Fig. 1: sequential cells colored by netlist name
Scale: 3 px per µm.
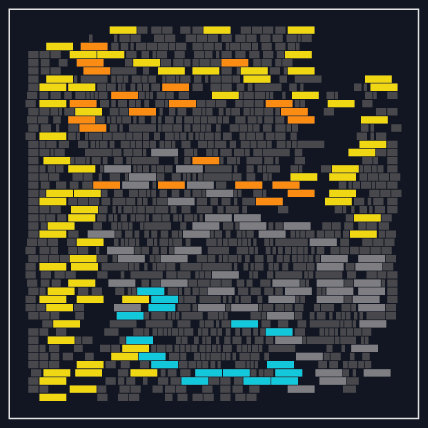
Fig. 2: cell placement
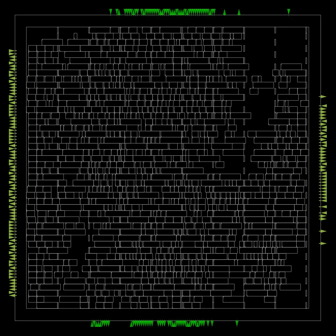
Fig. 3: M3 wires
Scale: 2 px per µm. Cells faint in the background.
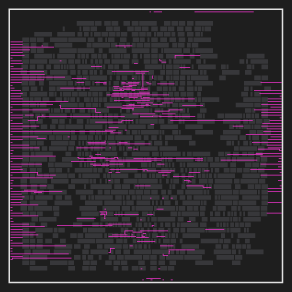
Fig. 4: drive-strength map
Scale: 3 px per µm.
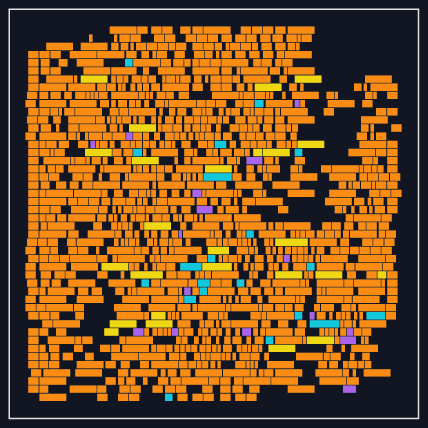
Fig. 5: cells colored by class
Scale: 3 px per µm.
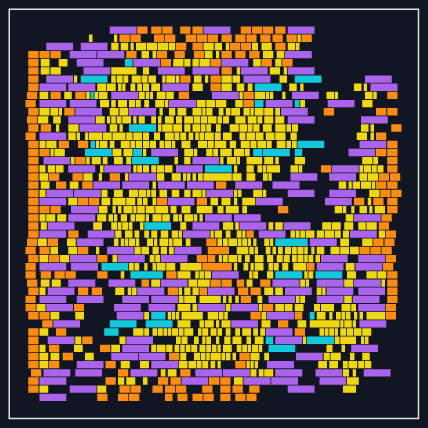
<file path="config.mk">
export PLATFORM = sky130hd
export DESIGN_NAME = axi1_rd_check
export DESIGN_NICKNAME = d
export VERILOG_FILES = /design/src/rtl/axi_chk_pkg.sv /design/src/rtl/axi_chk_wdog.sv /design/src/rtl/axi1_rd_check.sv
export SDC_FILE = /design/constraint.sdc
export NUM_CORES = 1
export LEC_CHECK = 0
export ABC_CLOCK_PERIOD_IN_PS = 9400
export CAP_MARGIN = 30
export CORE_MARGIN = 5
export CORE_UTILIZATION = 54
export CTS_CLUSTER_DIAMETER = 100
export DETAILED_ROUTE_END_ITERATION = 10
export PLACE_DENSITY = 0.92
export SLEW_MARGIN = 10
export SYNTH_ARGS = -nofsm -noshare
export SYNTH_HDL_FRONTEND = slang
export SYNTH_HIERARCHICAL = 1
export SYNTH_SLANG_ARGS = --single-unit
</file>
<file path="constraint.sdc">
create_clock -name clk -period 9.4 [get_ports clk]
set_input_delay 1.88 -clock clk [delete_from_list [all_inputs] [get_ports clk]]
set_output_delay 1.88 -clock clk [all_outputs]
set_load 0.05 [all_outputs]
</file>
<file path="src/rtl/axi_chk_pkg.sv">
// Shared types, error codes and helpers for the AXI1 read-path checker.
package axi_chk_pkg;

  typedef enum logic [1:0] {
    StIdle     = 2'd0,
    StWaitData = 2'd1,
    StData     = 2'd2,
    StDone     = 2'd3
  } chk_state_e;

  localparam logic [1:0] ERR_DATA  = 2'd0;
  localparam logic [1:0] ERR_LAST  = 2'd1;
  localparam logic [1:0] ERR_ADDR  = 2'd2;
  localparam logic [1:0] ERR_PROTO = 2'd3;

  // Up to three errors can land in one cycle; the counter sticks at all-ones.
  function automatic logic [15:0] sat_add16(logic [15:0] a, logic [1:0] b);
    logic [16:0] s;
    s = {1'b0, a} + {15'd0, b};
    return s[16] ? 16'hFFFF : s[15:0];
  endfunction

endpackage

</file>
<file path="src/rtl/axi_chk_wdog.sv">
// Watchdog counter: counts enabled cycles, pulses expire on the TIMEOUT-th one.
module axi_chk_wdog #(
  parameter int unsigned TIMEOUT = 1024
) (
  input  logic clk,
  input  logic rst,
  input  logic clr_i,
  input  logic en_i,
  output logic expire_o
);

  localparam int unsigned     CntW  = $clog2(TIMEOUT + 1);
  localparam logic [CntW-1:0] Limit = CntW'(TIMEOUT - 1);

  logic [CntW-1:0] cnt_q, cnt_d;
  logic            at_limit;

  always_comb begin
    at_limit = (cnt_q == Limit);
    cnt_d    = cnt_q;
    if (clr_i) begin
      cnt_d = '0;
    end else if (en_i && !at_limit) begin
      cnt_d = cnt_q + CntW'(1);
    end
  end

  assign expire_o = en_i & ~clr_i & at_limit;

  always_ff @(posedge clk or posedge rst) begin
    if (rst) begin
      cnt_q <= '0;
    end else begin
      cnt_q <= cnt_d;
    end
  end

endmodule

</file>
<file path="src/rtl/axi1_rd_check.sv">
// Passive AXI1 read checker: snoops AR/R, checks addresses, data ramp and RLAST,
// counts errors, captures the first failure and raises sticky pass/fail/timeout.
module axi1_rd_check
  import axi_chk_pkg::*;
#(
  parameter int unsigned       DATA_W     = 64,
  parameter int unsigned       ADDR_W     = 32,
  parameter int unsigned       BURST_LEN  = 16,
  parameter int unsigned       NUM_BURSTS = 8,
  parameter logic [ADDR_W-1:0] BASE_ADDR  = 32'h0800_0000,
  parameter logic [ADDR_W-1:0] ADDR_STEP  = 32'h800,
  parameter logic [DATA_W-1:0] DATA_SEED  = '0,
  parameter int unsigned       TIMEOUT    = 1024
) (
  input  logic              clk,
  input  logic              rst,
  input  logic              clear,
  input  logic [ADDR_W-1:0] araddr,
  input  logic              arvalid,
  input  logic              arready,
  input  logic [DATA_W-1:0] rdata,
  input  logic              rlast,
  input  logic              rvalid,
  input  logic              rready,
  output logic [7:0]        burst_cnt,
  output logic [15:0]       err_cnt,
  output logic              first_err_valid,
  output logic [1:0]        first_err_code,
  output logic [7:0]        first_err_burst,
  output logic [7:0]        first_err_beat,
  output logic [DATA_W-1:0] first_err_data,
  output logic              pass,
  output logic              fail,
  output logic              timeout
);

  localparam logic [7:0] LastBeat  = 8'(BURST_LEN - 1);
  localparam logic [7:0] NumBursts = 8'(NUM_BURSTS);

  chk_state_e        state_q, state_d;
  logic [7:0]        beat_q, beat_d;
  logic [7:0]        burst_cnt_q, burst_cnt_d;
  logic [ADDR_W-1:0] addr_off_q, addr_off_d;
  logic [15:0]       err_cnt_q, err_cnt_d;
  logic              fe_valid_q, fe_valid_d;
  logic [1:0]        fe_code_q, fe_code_d;
  logic [7:0]        fe_burst_q, fe_burst_d;
  logic [7:0]        fe_beat_q, fe_beat_d;
  logic [DATA_W-1:0] fe_data_q, fe_data_d;
  logic              pass_q, pass_d;
  logic              fail_q, fail_d;
  logic              timeout_q, timeout_d;

  logic              ar_hs, r_hs;
  logic [ADDR_W-1:0] exp_addr, next_addr;
  logic [DATA_W-1:0] exp_data;
  logic              in_burst;
  logic              err_data, err_last, err_addr, err_proto;
  logic [1:0]        n_err;
  logic              pass_done;
  logic              wdog_clr, wdog_en, wdog_expire;

  assign ar_hs     = arvalid & arready;
  assign r_hs      = rvalid & rready;
  assign exp_addr  = BASE_ADDR + addr_off_q;
  assign next_addr = exp_addr + ADDR_STEP;
  assign exp_data  = DATA_SEED + DATA_W'(beat_q);
  // Beats past the expected last one are only drained until RLAST, never checked.
  assign in_burst  = (beat_q <= LastBeat);

  axi_chk_wdog #(
    .TIMEOUT(TIMEOUT)
  ) u_wdog (
    .clk     (clk),
    .rst     (rst),
    .clr_i   (wdog_clr),
    .en_i    (wdog_en),
    .expire_o(wdog_expire)
  );

  always_comb begin
    state_d     = state_q;
    beat_d      = beat_q;
    burst_cnt_d = burst_cnt_q;
    addr_off_d  = addr_off_q;
    err_cnt_d   = err_cnt_q;
    fe_valid_d  = fe_valid_q;
    fe_code_d   = fe_code_q;
    fe_burst_d  = fe_burst_q;
    fe_beat_d   = fe_beat_q;
    fe_data_d   = fe_data_q;
    pass_d      = pass_q;
    fail_d      = fail_q;
    timeout_d   = timeout_q;
    err_data    = 1'b0;
    err_last    = 1'b0;
    err_addr    = 1'b0;
    err_proto   = 1'b0;
    n_err       = 2'd0;
    pass_done   = 1'b0;
    wdog_clr    = 1'b1;
    wdog_en     = 1'b0;

    if (clear) begin
      state_d     = StIdle;
      beat_d      = '0;
      burst_cnt_d = '0;
      addr_off_d  = '0;
      err_cnt_d   = '0;
      fe_valid_d  = 1'b0;
      fe_code_d   = '0;
      fe_burst_d  = '0;
      fe_beat_d   = '0;
      fe_data_d   = '0;
      pass_d      = 1'b0;
      fail_d      = 1'b0;
      timeout_d   = 1'b0;
    end else begin
      unique case (state_q)
        StIdle: begin
          if (ar_hs) begin
            state_d  = StWaitData;
            beat_d   = '0;
            err_addr = (araddr != exp_addr);
          end
        end
        StWaitData, StData: begin
          wdog_clr = r_hs;
          wdog_en  = ~r_hs;
          if (r_hs) begin
            err_data = in_burst && (rdata != exp_data);
            err_last = in_burst && (rlast ? (beat_q != LastBeat) : (beat_q == LastBeat));
            state_d  = StData;
            beat_d   = (beat_q == 8'hFF) ? beat_q : beat_q + 8'd1;
            if (rlast) begin
              beat_d      = '0;
              burst_cnt_d = burst_cnt_q + 8'd1;
              addr_off_d  = addr_off_q + ADDR_STEP;
              if (burst_cnt_d == NumBursts) begin
                state_d   = StDone;
                pass_done = 1'b1;
              end else if (ar_hs) begin
                // AR alongside the closing beat opens the next burst directly.
                state_d  = StWaitData;
                err_addr = (araddr != next_addr);
              end else begin
                state_d = StIdle;
              end
            end else if (ar_hs) begin
              err_proto = 1'b1;
            end
          end else if (ar_hs) begin
            err_proto = 1'b1;
          end
          if (wdog_expire) begin
            state_d   = StDone;
            timeout_d = 1'b1;
            fail_d    = 1'b1;
            pass_d    = 1'b0;
          end
        end
        StDone: begin
        end
        default: state_d = StIdle;
      endcase

      n_err     = 2'(err_data) + 2'(err_last) + 2'(err_addr) + 2'(err_proto);
      err_cnt_d = sat_add16(err_cnt_q, n_err);

      if ((n_err != 2'd0) && !fe_valid_q) begin
        fe_valid_d = 1'b1;
        if (err_data || err_last) begin
          fe_code_d  = err_data ? ERR_DATA : ERR_LAST;
          fe_burst_d = burst_cnt_q;
          fe_beat_d  = beat_q;
          fe_data_d  = rdata;
        end else if (err_addr) begin
          fe_code_d  = ERR_ADDR;
          fe_burst_d = burst_cnt_d;
          fe_beat_d  = '0;
          fe_data_d  = DATA_W'(araddr);
        end else begin
          fe_code_d  = ERR_PROTO;
          fe_burst_d = burst_cnt_q;
          fe_beat_d  = beat_q;
          fe_data_d  = DATA_W'(araddr);
        end
      end

      if (pass_done) begin
        pass_d = (err_cnt_d == 16'd0);
        fail_d = (err_cnt_d != 16'd0);
      end
    end
  end

  always_ff @(posedge clk or posedge rst) begin
    if (rst) begin
      state_q     <= StIdle;
      beat_q      <= '0;
      burst_cnt_q <= '0;
      addr_off_q  <= '0;
      err_cnt_q   <= '0;
      fe_valid_q  <= 1'b0;
      fe_code_q   <= '0;
      fe_burst_q  <= '0;
      fe_beat_q   <= '0;
      fe_data_q   <= '0;
      pass_q      <= 1'b0;
      fail_q      <= 1'b0;
      timeout_q   <= 1'b0;
    end else begin
      state_q     <= state_d;
      beat_q      <= beat_d;
      burst_cnt_q <= burst_cnt_d;
      addr_off_q  <= addr_off_d;
      err_cnt_q   <= err_cnt_d;
      fe_valid_q  <= fe_valid_d;
      fe_code_q   <= fe_code_d;
      fe_burst_q  <= fe_burst_d;
      fe_beat_q   <= fe_beat_d;
      fe_data_q   <= fe_data_d;
      pass_q      <= pass_d;
      fail_q      <= fail_d;
      timeout_q   <= timeout_d;
    end
  end

  assign burst_cnt       = burst_cnt_q;
  assign err_cnt         = err_cnt_q;
  assign first_err_valid = fe_valid_q;
  assign first_err_code  = fe_code_q;
  assign first_err_burst = fe_burst_q;
  assign first_err_beat  = fe_beat_q;
  assign first_err_data  = fe_data_q;
  assign pass            = pass_q;
  assign fail            = fail_q;
  assign timeout         = timeout_q;

endmodule

</file>
==> ci_impl_report.md <==
### Flow metrics

| Metric | Value |
|---|---|
| Fp util | 54.5% |
| Most frequent cell after synthesis | dfrtp_1 |
| CP Capture Type | register |
| Total Wirelength | 25800 µm |
| Yosys simple share | 20.0% |
| Crit-path leading delay family | simple AND/OR/NAND/NOR gates |
| Die Footprint | 0.0185 mm² |
| Synthesized area | 0.00856 mm² |
| Post-CTS setup buffer count | 0 |
| Hold path cells | 2 |
| Max clock buf depth | 2 |
| Final min period | 6940 ps |
| Data required, critical path | 9770 ps |
| Yosys Instances | 894 |
| Nets | 1196 |
| Clk slew on worst S/H paths | 60 ps |
| Die Span X | 136 µm |
| Final Hold Viols | 0 |
| Hold path endpoint | timeout$_DFFE_PP0P_ |
| Max reg flops | 64 |
| Clock Tree Root | clkbuf_16 |
| YS warnings | 6 |
| Hold_sp | timeout$_DFFE_PP0P_ |
| Gate power share | 24.2% |
| CP max FO | 14 |
| Unique cell types | 65 |
| Setup TNS | 0 ps |
| Largest net degree at the start of global routing | 95 |
| Worst Tran Pin Value | 928 ps |
| Most frequent CP cell | nand3_1 |
| Post-route DRC | 0 |
| Clk_skew | 7.34 ps |
| R2r setup slk | 3720 ps |
| Fillcell total | 1129 |
| Pleak | 4.75 nW |
| Seq share, synth | 44.4% |
| Placed inst area | 0.0108 mm² |
| FF-to-FF path depth | 17 |
| Ys flop type | dfrtp_1 |
| Setup crit start | araddr[0] |
| Rel. slew slack | 38.0% |
| IO Pins | 214 |
| Combinational Area | 0.00447 mm² |
| Synthesized Nets | 1013 |
| Mean post-synth cell area | 9.58 µm² |
| Outcome | complete, no violations |
| Pwr/cell area | 161 mW/mm² |
| Max Cap Viol | 0 |
| Adder-cell area share of the yosys netlist | 2.37% |
| Max IR drop VDD | 0.000134 V |
| Max incr delay on CP | 610 ps |
| GP Congestion | 0.947 |
| H-Tree Level Count | 4 |
| Hold buffers post-CTS | 0 |
| Critical Path Sink | fail$_DFFE_PP0P_ |
| CTS tree | done |
| WP data arrival | 7310 ps |
| Reg2Reg Launch Point | addr_off_q[11]$_DFFE_PP0P_ |
| Post-synth ARST share | 100% |
| Post-cts sizing count | 0 |
| Tool warning count | 30 |
| Initial antenna violation count | 0 |
| Multiplexer share | 4.11% |
| Pwr Total | 1.84 mW |
| TritonCTS Buffers | 17 |
| Sequential Power Share | 38.8% |
| Most numerous logic cell after layout | clkdlybuf4s50_1 |
| Ao+oa area frac | 17.1% |
| Critical path depth | 17 |
| Share of cells above drive strength 1 | 5.60% |
| Hold Path Class | register to register |
| Max-slew violation count | 0 |
| Post-layout period usage of the worst path | 73.8% |
| Top cells by count | dfrtp_1, nor2_1, clkbuf_1, xor2_1, nand2_1 |
| Most frequent logic cells in the routed design | clkdlybuf4s50_1, dfrtp_1, nor2_1 |
| CP Class | primary input to register |
| Xor/xnor share | 8.36% |
| Comb area leader | simple AND/OR/NAND/NOR gates |
| Pre-CTS setup slack | 2170 ps |
| Setup violators final | 0 |
| Clk pwr share | 37.0% |
| Port buffer count | 213 |
| P_sw | 0.589 mW |
| Die Height | 136 µm |
| Synth Instances | 894 |
| First-pass GRT wire length | 40400 µm |
| Clock sink count | 152 |
| Initial DRT Pass Iterations | 5 |
| RSZ-0062 raised after global routing | no |
| Per-cell routed wire length | 19.7 µm |
| Number of global-route vias before repair | 7625 |
| Cell type with the largest total area | dfrtp_1 |
| CP cell instances | clkdlybuf4s50_1 > nor4_1 > nand3_1 > or4_1 > nor4_1 > nor2_1 > o311ai_4 > inv_2 > ha_1 > xnor2_1 > fa_1 > nand3_1 > nor2_1 > nand3_1 > and2_1 > nand4_1 > o211a_1 |
| Register area | 0.00380 mm² |
| Hpwl dp | 18400 µm |
| Critical path startpoint category | primary input |
| Worst Path Buf+Inv | 2 |
Back to the opening pictures, Fig. 1:
legend:
  yellow:
    netlist_name: `first_err_data`
    sequential_cells: 64
    where: spread over the die
  cyan:
    netlist_name: `err_cnt`
    sequential_cells: 16
    where: bottom middle
  orange:
    netlist_name: `addr_off_q`
    sequential_cells: 21
P_seq: 0.714 mW
Final Util: 72.8%
Seq area share: 33.2%

Back to the opening pictures, Fig. 2:
flip-flops: 152
# rows: 46
Tap Count: 216

Back to the opening pictures, Fig. 3:
nets with wire on the layer: 226
share of all routed wire: 8.6%
wire length on this layer: 2220 µm
longest straight run: 50.8 µm

Back to the opening pictures, Fig. 4:
legend:
  orange:
    size: x1 and smaller
    cells: 1028
  cyan:
    size: x3 and x4
    cells: 20
  yellow:
    size: x6 and larger
    cells: 25
  purple:
    size: x2
    cells: 16
nonclk buf count: 222
final setup margin: 2460 ps
Layout area overhead: 33.7%
post-layout instance area: 0.0114 mm²

Back to the opening pictures, Fig. 5:
legend:
  cyan:
    class: clock drivers and dummy loads
    cells: 31
    share_of_their_area: 5.2%
  yellow:
    class: remaining logic cells
    cells: 684
    share_of_their_area: 41%
  purple:
    class: registers
    cells: 152
    share_of_their_area: 34%
  orange:
    class: remaining buffers and delay cells
    cells: 222
    share_of_their_area: 20%
Core ar.: 0.0157 mm²

==> worst register-to-register path, stage by stage (launching register included) <==
cell and delay, ps:
dfrtp_1 460, ha_1 320, nand3_1 220, or3b_1 430, a2111oi_2 390, nand3_1 120, or4_4 500, o311ai_4 540
inv_2 170, ha_1 230, xnor2_1 370, fa_1 370, nand3_1 250, nor2_1 220, nand3_1 450, and2_1 320
nand4_1 110, o211a_1 150
==> through the flow <==
stage	utilization, %	cells
final	72.8	1305
after global routing	72.8	1305
after CTS	72.5	1303
after detailed placement	68.8	1272
after global placement	68.8	1272
after floorplan	-	894
==> logic make-up (layout without fill, tap and decap cells) <==
| kind of cell | after synthesis | in the layout |
|---|---|---|
| compound gates | 198 | 198 |
| mux | 35 | 35 |
| fa+ha+maj | 15 | 15 |
| xor+xnor | 80 | 80 |
| flops | 152 | 152 |
| simple gates | 332 | 332 |
| buf+inv | 82 | 277 |
==> area by class of cell <==
type | count | share of cell area, %
Sequential cell | 152 | 33.2
Tap cell | 216 | 2.36
Multi-Input combinational cell | 660 | 39.0
Inverter | 24 | 0.831
Clock inverter | 11 | 1.08
Timing Repair Buffer | 222 | 19.5
Clock buffer | 20 | 3.99
==> power by group through the flow <==
stage / clock network (mW) / registers (mW) / logic, mW
after floorplan: 0 / 0.846 / 0.144
final: 0.681 / 0.714 / 0.446
after global routing: 0.714 / 0.718 / 0.474
after global placement: 0 / 0.723 / 0.433
after detailed placement: 0 / 0.725 / 0.439
after CTS: 0.686 / 0.714 / 0.442
==> per-layer routing <==
layer | routed length, µm | vias to the layer above | global-route usage (%)
li1 | - | 3658 | -
met1 | 10300 | 3866 | 36.0
met2 | 12300 | 394 | 45.2
met3 | 2220 | 60 | 7.62
met4 | 857 | 0 | 10.4
met5 | 0 | - | 0
Power and IR drop assume default switching activity.
